<file path="config.mk">
export PLATFORM = sky130hd
export DESIGN_NAME = sm83_alu_nibble_seq
export DESIGN_NICKNAME = d
export VERILOG_FILES = /design/src/rtl/sm83_alu_pkg.sv /design/src/rtl/sm83_alu_nibble.sv /design/src/rtl/sm83_alu_nibble_seq.sv
export SDC_FILE = /design/constraint.sdc
export NUM_CORES = 1
export LEC_CHECK = 0
export CORE_MARGIN = 8
export CORE_UTILIZATION = 27
export DETAILED_ROUTE_END_ITERATION = 8
export PLACE_DENSITY = 0.42
export SETUP_SLACK_MARGIN = 0.4
export SYNTH_ARGS = -nofsm -noshare
export SYNTH_HDL_FRONTEND = slang
export SYNTH_SLANG_ARGS = --single-unit
</file>
<file path="constraint.sdc">
create_clock -name clk -period 5.4 [get_ports clk]
set_input_delay 0.54 -clock clk [delete_from_list [all_inputs] [get_ports clk]]
set_output_delay 0.54 -clock clk [all_outputs]
set_load 0.01 [all_outputs]
</file>
<file path="src/rtl/sm83_alu_pkg.sv">
// sm83_alu_pkg: shared types and constants for the nibble-serial SM83 ALU.
//   alu_op_t     - 4-bit ALU operation code
//   seq_state_t  - sequencer states IDLE -> LO -> HI -> DONE
//   DAA_ADJ_LO/HI - decimal-adjust correction constants
package sm83_alu_pkg;

    typedef enum logic [3:0] {
        OP_ADD, OP_ADC, OP_SUB, OP_SBC,
        OP_AND, OP_XOR, OP_OR,  OP_CP,
        OP_RLC, OP_RRC, OP_RL,  OP_RR,
        OP_SLA, OP_SRA, OP_SRL, OP_DAA
    } alu_op_t;

    typedef enum logic [1:0] {
        IDLE, LO, HI, DONE
    } seq_state_t;

    localparam logic [5:0] DAA_ADJ_LO = 6'h06;
    localparam logic [7:0] DAA_ADJ_HI = 8'h60;

    function automatic logic is_sub_op(input alu_op_t op);
        return op inside {OP_SUB, OP_SBC, OP_CP};
    endfunction

    function automatic logic is_arith_op(input alu_op_t op);
        return op inside {OP_ADD, OP_ADC, OP_SUB, OP_SBC, OP_CP};
    endfunction

    function automatic logic is_shift_op(input alu_op_t op);
        return op inside {OP_RLC, OP_RRC, OP_RL, OP_RR, OP_SLA, OP_SRA, OP_SRL};
    endfunction

endpackage

</file>
<file path="src/rtl/sm83_alu_nibble.sv">
// sm83_alu_nibble: combinational 4-bit ALU slice shared by the LO and HI passes.
//   op   in  alu_op_t  operation (DAA is mapped to ADD/SUB by the caller)
//   x    in  4         first operand nibble
//   y    in  4         second operand nibble
//   cin  in  1         carry into bit 0 (raw carry, i.e. !borrow for subtracts)
//   r    out 4         result nibble
//   cout out 1         raw carry out of bit 3 of the nibble
module sm83_alu_nibble
    import sm83_alu_pkg::*;
(
    input  alu_op_t    op,
    input  logic [3:0] x,
    input  logic [3:0] y,
    input  logic       cin,
    output logic [3:0] r,
    output logic       cout
);

    logic [4:0] sum;

    always_comb begin
        sum  = '0;
        r    = x;
        cout = 1'b0;
        case (op)
            OP_ADD, OP_ADC: begin
                sum  = {1'b0, x} + {1'b0, y} + {4'b0000, cin};
                r    = sum[3:0];
                cout = sum[4];
            end
            // Subtract as A + ~B + cin; callers invert cout to get the borrow.
            OP_SUB, OP_SBC, OP_CP: begin
                sum  = {1'b0, x} + {1'b0, ~y} + {4'b0000, cin};
                r    = sum[3:0];
                cout = sum[4];
            end
            OP_AND:  r = x & y;
            OP_XOR:  r = x ^ y;
            OP_OR:   r = x | y;
            default: r = x;
        endcase
    end

endmodule

</file>
<file path="src/rtl/sm83_alu_nibble_seq.sv">
// sm83_alu_nibble_seq: runs one 8-bit SM83 ALU op as two 4-bit passes and
// hands the raw flag inputs to the downstream flags block.
//   clk, reset       clock; synchronous active-high reset
//   start            accept a new op (IDLE only)
//   op, a, b         operation and operands
//   carry_flag, half_carry_flag, neg_flag   current C/H/N flags
//   busy             high in LO, HI and DONE
//   done             one-cycle strobe, outputs valid
//   result           result byte
//   zero_out, hc_out, carry_out, shift_out, daa_carry_out, sign_out   raw flags
module sm83_alu_nibble_seq
    import sm83_alu_pkg::*;
(
    input  logic       clk,
    input  logic       reset,
    input  logic       start,
    input  alu_op_t    op,
    input  logic [7:0] a,
    input  logic [7:0] b,
    input  logic       carry_flag,
    input  logic       half_carry_flag,
    input  logic       neg_flag,
    output logic       busy,
    output logic       done,
    output logic [7:0] result,
    output logic       zero_out,
    output logic       hc_out,
    output logic       carry_out,
    output logic       shift_out,
    output logic       daa_carry_out,
    output logic       sign_out
);

    seq_state_t state, state_next;

    alu_op_t    op_q;
    logic [7:0] a_q, b_q;
    logic       c_q, h_q, n_q;
    logic [3:0] lo_q;
    logic       c4_q;

    logic [7:0] shift_byte;
    logic       shift_bit;
    logic [7:0] daa_adj;
    logic       daa_c;
    logic [7:0] opnd_x, opnd_y;
    alu_op_t    core_op;
    logic       cin_first;
    logic [3:0] core_x, core_y, core_r;
    logic       core_cin, core_cout;

    // ---------------- FSM: state register ----------------
    always_ff @(posedge clk) begin
        if (reset) state <= IDLE;
        else       state <= state_next;
    end

    // ---------------- FSM: next state ----------------
    always_comb begin
        state_next = state;
        case (state)
            IDLE:    if (start) state_next = LO;
            LO:      state_next = HI;
            HI:      state_next = DONE;
            DONE:    state_next = IDLE;
            default: state_next = IDLE;
        endcase
    end

    // ---------------- FSM: outputs ----------------
    always_comb begin
        busy = (state != IDLE);
        done = (state == DONE);
    end

    // ---------------- Shift pre-processing (whole byte) ----------------
    always_comb begin
        shift_byte = a_q;
        shift_bit  = 1'b0;
        case (op_q)
            OP_RLC: begin shift_byte = {a_q[6:0], a_q[7]}; shift_bit = a_q[7]; end
            OP_RRC: begin shift_byte = {a_q[0], a_q[7:1]}; shift_bit = a_q[0]; end
            OP_RL:  begin shift_byte = {a_q[6:0], c_q};    shift_bit = a_q[7]; end
            OP_RR:  begin shift_byte = {c_q, a_q[7:1]};    shift_bit = a_q[0]; end
            OP_SLA: begin shift_byte = {a_q[6:0], 1'b0};   shift_bit = a_q[7]; end
            OP_SRA: begin shift_byte = {a_q[7], a_q[7:1]}; shift_bit = a_q[0]; end
            OP_SRL: begin shift_byte = {1'b0, a_q[7:1]};   shift_bit = a_q[0]; end
            default: ;
        endcase
    end

    // ---------------- DAA correction ----------------
    // DAA reuses the nibble adder: the correction byte becomes operand B and
    // the op is issued as ADD (N=0) or SUB (N=1); its carry is reported only
    // through daa_carry_out.
    always_comb begin
        daa_adj = '0;
        if (h_q || (!n_q && (a_q[3:0] > 4'd9)))
            daa_adj = daa_adj | {2'b00, DAA_ADJ_LO};
        if (c_q || (!n_q && (a_q > 8'h99)))
            daa_adj = daa_adj | DAA_ADJ_HI;
        daa_c = c_q | (!n_q && (a_q > 8'h99));
    end

    // ---------------- Operand / carry selection ----------------
    always_comb begin
        opnd_x    = is_shift_op(op_q) ? shift_byte : a_q;
        opnd_y    = (op_q == OP_DAA) ? daa_adj : b_q;
        core_op   = op_q;
        if (op_q == OP_DAA)
            core_op = n_q ? OP_SUB : OP_ADD;
        case (op_q)
            OP_ADC:        cin_first = c_q;
            OP_SBC:        cin_first = !c_q;
            OP_SUB, OP_CP: cin_first = 1'b1;
            OP_DAA:        cin_first = n_q;
            default:       cin_first = 1'b0;
        endcase
        core_x   = (state == HI) ? opnd_x[7:4] : opnd_x[3:0];
        core_y   = (state == HI) ? opnd_y[7:4] : opnd_y[3:0];
        core_cin = (state == HI) ? c4_q : cin_first;
    end

    sm83_alu_nibble u_nibble (
        .op   (core_op),
        .x    (core_x),
        .y    (core_y),
        .cin  (core_cin),
        .r    (core_r),
        .cout (core_cout)
    );

    // ---------------- Datapath registers ----------------
    always_ff @(posedge clk) begin
        if (reset) begin
            op_q          <= OP_ADD;
            a_q           <= '0;
            b_q           <= '0;
            c_q           <= 1'b0;
            h_q           <= 1'b0;
            n_q           <= 1'b0;
            lo_q          <= '0;
            c4_q          <= 1'b0;
            result        <= '0;
            zero_out      <= 1'b0;
            hc_out        <= 1'b0;
            carry_out     <= 1'b0;
            shift_out     <= 1'b0;
            daa_carry_out <= 1'b0;
            sign_out      <= 1'b0;
        end else begin
            case (state)
                IDLE: if (start) begin
                    op_q <= op;
                    a_q  <= a;
                    b_q  <= b;
                    c_q  <= carry_flag;
                    h_q  <= half_carry_flag;
                    n_q  <= neg_flag;
                end
                LO: begin
                    lo_q <= core_r;
                    c4_q <= core_cout;
                end
                HI: begin
                    result        <= {core_r, lo_q};
                    zero_out      <= ({core_r, lo_q} == 8'h00);
                    sign_out      <= core_r[3];
                    hc_out        <= is_arith_op(op_q) ? (is_sub_op(op_q) ? !c4_q : c4_q) : 1'b0;
                    carry_out     <= is_arith_op(op_q) ? (is_sub_op(op_q) ? !core_cout : core_cout)
                                   : (is_shift_op(op_q) ? shift_bit : 1'b0);
                    shift_out     <= is_shift_op(op_q) ? shift_bit : 1'b0;
                    daa_carry_out <= (op_q == OP_DAA) ? daa_c : 1'b0;
                end
                default: ;
            endcase
        end
    end

    // ---------------- Assertions ----------------
    a_state_known: assert property (@(posedge clk) disable iff (reset) !$isunknown(state));
    a_lo_to_hi:    assert property (@(posedge clk) disable iff (reset) state == LO |=> state == HI);
    a_hi_to_done:  assert property (@(posedge clk) disable iff (reset) state == HI |=> state == DONE);
    a_done_idle:   assert property (@(posedge clk) disable iff (reset) state == DONE |=> state == IDLE);
    a_done_pulse:  assert property (@(posedge clk) disable iff (reset) done |=> !done);

endmodule

</file>
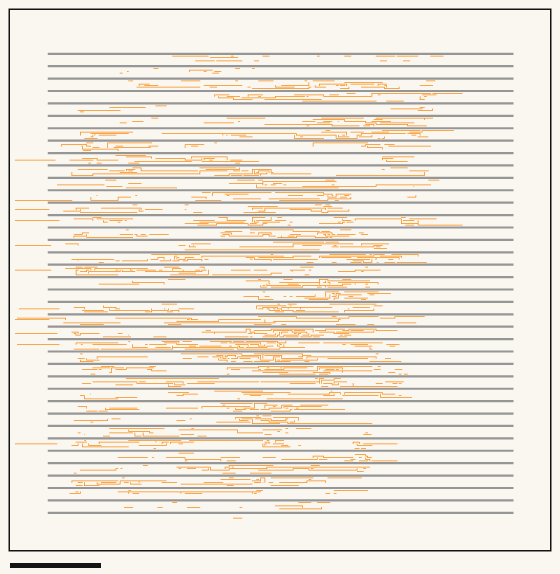
**Above:** signal wires on met1.
Scale bar: 20 um. Supply wires on this layer in grey.
- nets with wire on the layer: 393
- wire length on this layer: 3910 um
- share of all routed wire: 48%

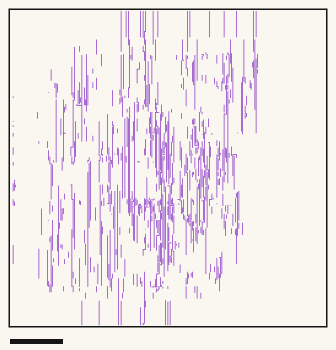
**Above:** met2 routing.
Scale bar: 20 um.
- share of all routed wire: 45%
- wire length on this layer: 3630 um

==> notes.md <==
run metrics: top cells by area=sky130_fd_sc_hd__dfxtp_1 (30%), sky130_fd_sc_hd__nand2_1 (8.7%), sky130_fd_sc_hd__ha_1 (7.1%), Max rail drop VDD=just over 0.3 mV, fraction of area in clock buffers and inverters=approximately 3.3%, Hold Path End=b_q[1], headroom to the max-slew limit=41.9%, placed cell areas=0.00330 mm^2, share of the synthesized netlist area taken by xor and xnor gates=0.619%, Register-to-Register Setup Slack=1.44 ns, RSZ-0062 raised after global routing=no, delay of the slowest cell on the worst path=0.81 ns, critical path depth=11, Vias/cell=approximately 4.9, end of the worst register-to-register path=zero_out, post-synth net total=403, HPWL reported at the end of detailed placement=between 6000 and 7000 um, routed wire length=8110 um, final period utilization=73.3%, final antenna-violating net count=0, leading cell types by count after synthesis=sky130_fd_sc_hd__nand2_1 (66), sky130_fd_sc_hd__dfxtp_1 (43), sky130_fd_sc_hd__a21oi_1 (38), most used cells in the layout excluding fill and tap cells=sky130_fd_sc_hd__nand2_1 (66), sky130_fd_sc_hd__dfxtp_1 (43), sky130_fd_sc_hd__clkdlybuf4s50_1 (41), sky130_fd_sc_hd__a21oi_1 (38), sky130_fd_sc_hd__nor2_1 (23), metal2 WL=3630 um, Hold Crit Start=b_q[1], clock root buffer=sky130_fd_sc_hd__clkbuf_8, number of failing hold endpoints at the final stage=0, Main logic family=AND-OR/OR-AND gates, pins over their slew limit=0, share of layout cells above drive strength 1=6.51%, clock buffers=5, setup TNS after final layout=0 ns, number of flip-flops and latches=43, Max Cap Violations=0, Reg2Reg Launch Point=op_q[0], kind of start point of the critical path=register, CP Capture Type=register, classification of the worst setup path=register to register, commonest non-fill, non-tap cell in the layout=sky130_fd_sc_hd__nand2_1, Comb gates=274, Top Consumer=combinational logic, worst hold-check slack=0.457 ns, Seq share, synth=30.4%, number of antenna repair diodes=0, Filler cells=1124, Resize count post-CTS=0, Routed met1 length=just under 4000 um, via count of the first global-routing pass=~2600, total power divided by cell area=between 400 and 500 mW/mm^2, sequence of cells on the critical path=a21boi_1, o21ai_0, a311oi_1, nor2_1, fa_1, fa_1, xnor2_1, nand2_1, a31oi_1, nor4_2, a21o_1, predominant post-synthesis flop cell=sky130_fd_sc_hd__dfxtp_1, Adder-Cell Fraction of Synth Area=9.90%, outcome=completed, WHS Path Cells=2, number of buffers inserted to repair setup after CTS=0, reported clock group power=about 0.00026 W, cell-internal power=0.000800 W, total number of placement rows=37, antenna violations before repair=0, combinational share of power=48.3%, number of different library cells in the post-synthesis netlist=57, most numerous cell in the Yosys netlist=sky130_fd_sc_hd__nand2_1, Seq power=approximately 0.00045 W, global placement routability congestion=between 0.8 and 0.9, Area growth syn-to-layout=20.6%, Most common cell on crit path=sky130_fd_sc_hd__fa_1, upper clock frequency limit=0.253 GHz, dominant delay contributor by cell family on the critical path=AND-OR/OR-AND gates, first-pass iteration count of the detailed router=4, first-pass GRT wire length=13900 um, clock-pin slew reported for the worst setup and hold paths after clock tree synthesis=about 0.09 ns, sequential cell area share=25.2%, # Cells Yosys=between 300 and 400, Fin Clk Skew=0.00838 ns, Die Size=0.0140 mm^2, routed via count=around 2600, worst endpoint data arrival time=4.17 ns, post-layout instance area=0.00341 mm^2, yosys warns=0, syn avg cell area=around 7.9 um^2, maximum number of pins on one net before global-route repair=approximately 45, GRT Resource Usage Total=11.9%, drc violations=0, TritonCTS sink count=between 40 and 50, number of endpoints failing setup at the final stage=0, hold bufs inserted after CTS=0, layout buffer count excluding clock buffers=44, Combinational Area=0.00178 mm^2, flip-flop and latch count after synthesis=43, mux share=around 7.6%, share of the synthesized area in the top cell type=30.4%, count of boundary I/O pins=42, number of cells on the worst reg-to-reg path=11, Critical path destination=zero_out, wire length per cell=about 16 um, static power due to leakage=1.25 nW
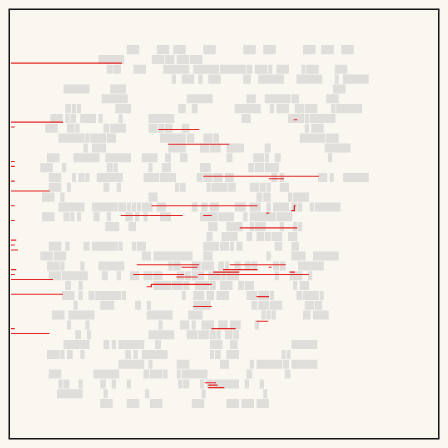
**Above:** the metal 3 layer.
- share of all routed wire: 4.7%
- wire length on this layer: 379 um

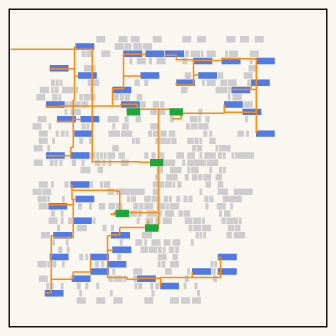
**Above:** clock wires, drivers and flops.
- blue: flip-flops (count 43)
- orange: clock wires (length 687 um)
- green: clock-net drivers (count 5)
- routed clock nets: 6

-- flip-flops by register name, indices dropped and copies added (netlist names), 2 cells and up --
signal  flops
a_q         8
b_q         8
lo_q        4
op_q        4
result      8
state       2
-- through the flow --
stage / worst slack [ns] / utilization, % / std cells
final: 1.44 / 33.2 / 520
after floorplan: 2.26 / - / 357
after detailed placement: 1.49 / 32.1 / 512
after CTS: 1.48 / 33.2 / 520
after global routing: 1.20 / 33.2 / 520
after global placement: 1.41 / 32.1 / 512
-- metal layers --
layer,vias up,track usage [%]
met1,1192,16.0
met3,12,2.24
li1,1288,-
met4,0,4.27
met5,-,0
met2,68,18.7
Power figures rest on the tool's default switching activity, not on a simulated workload.
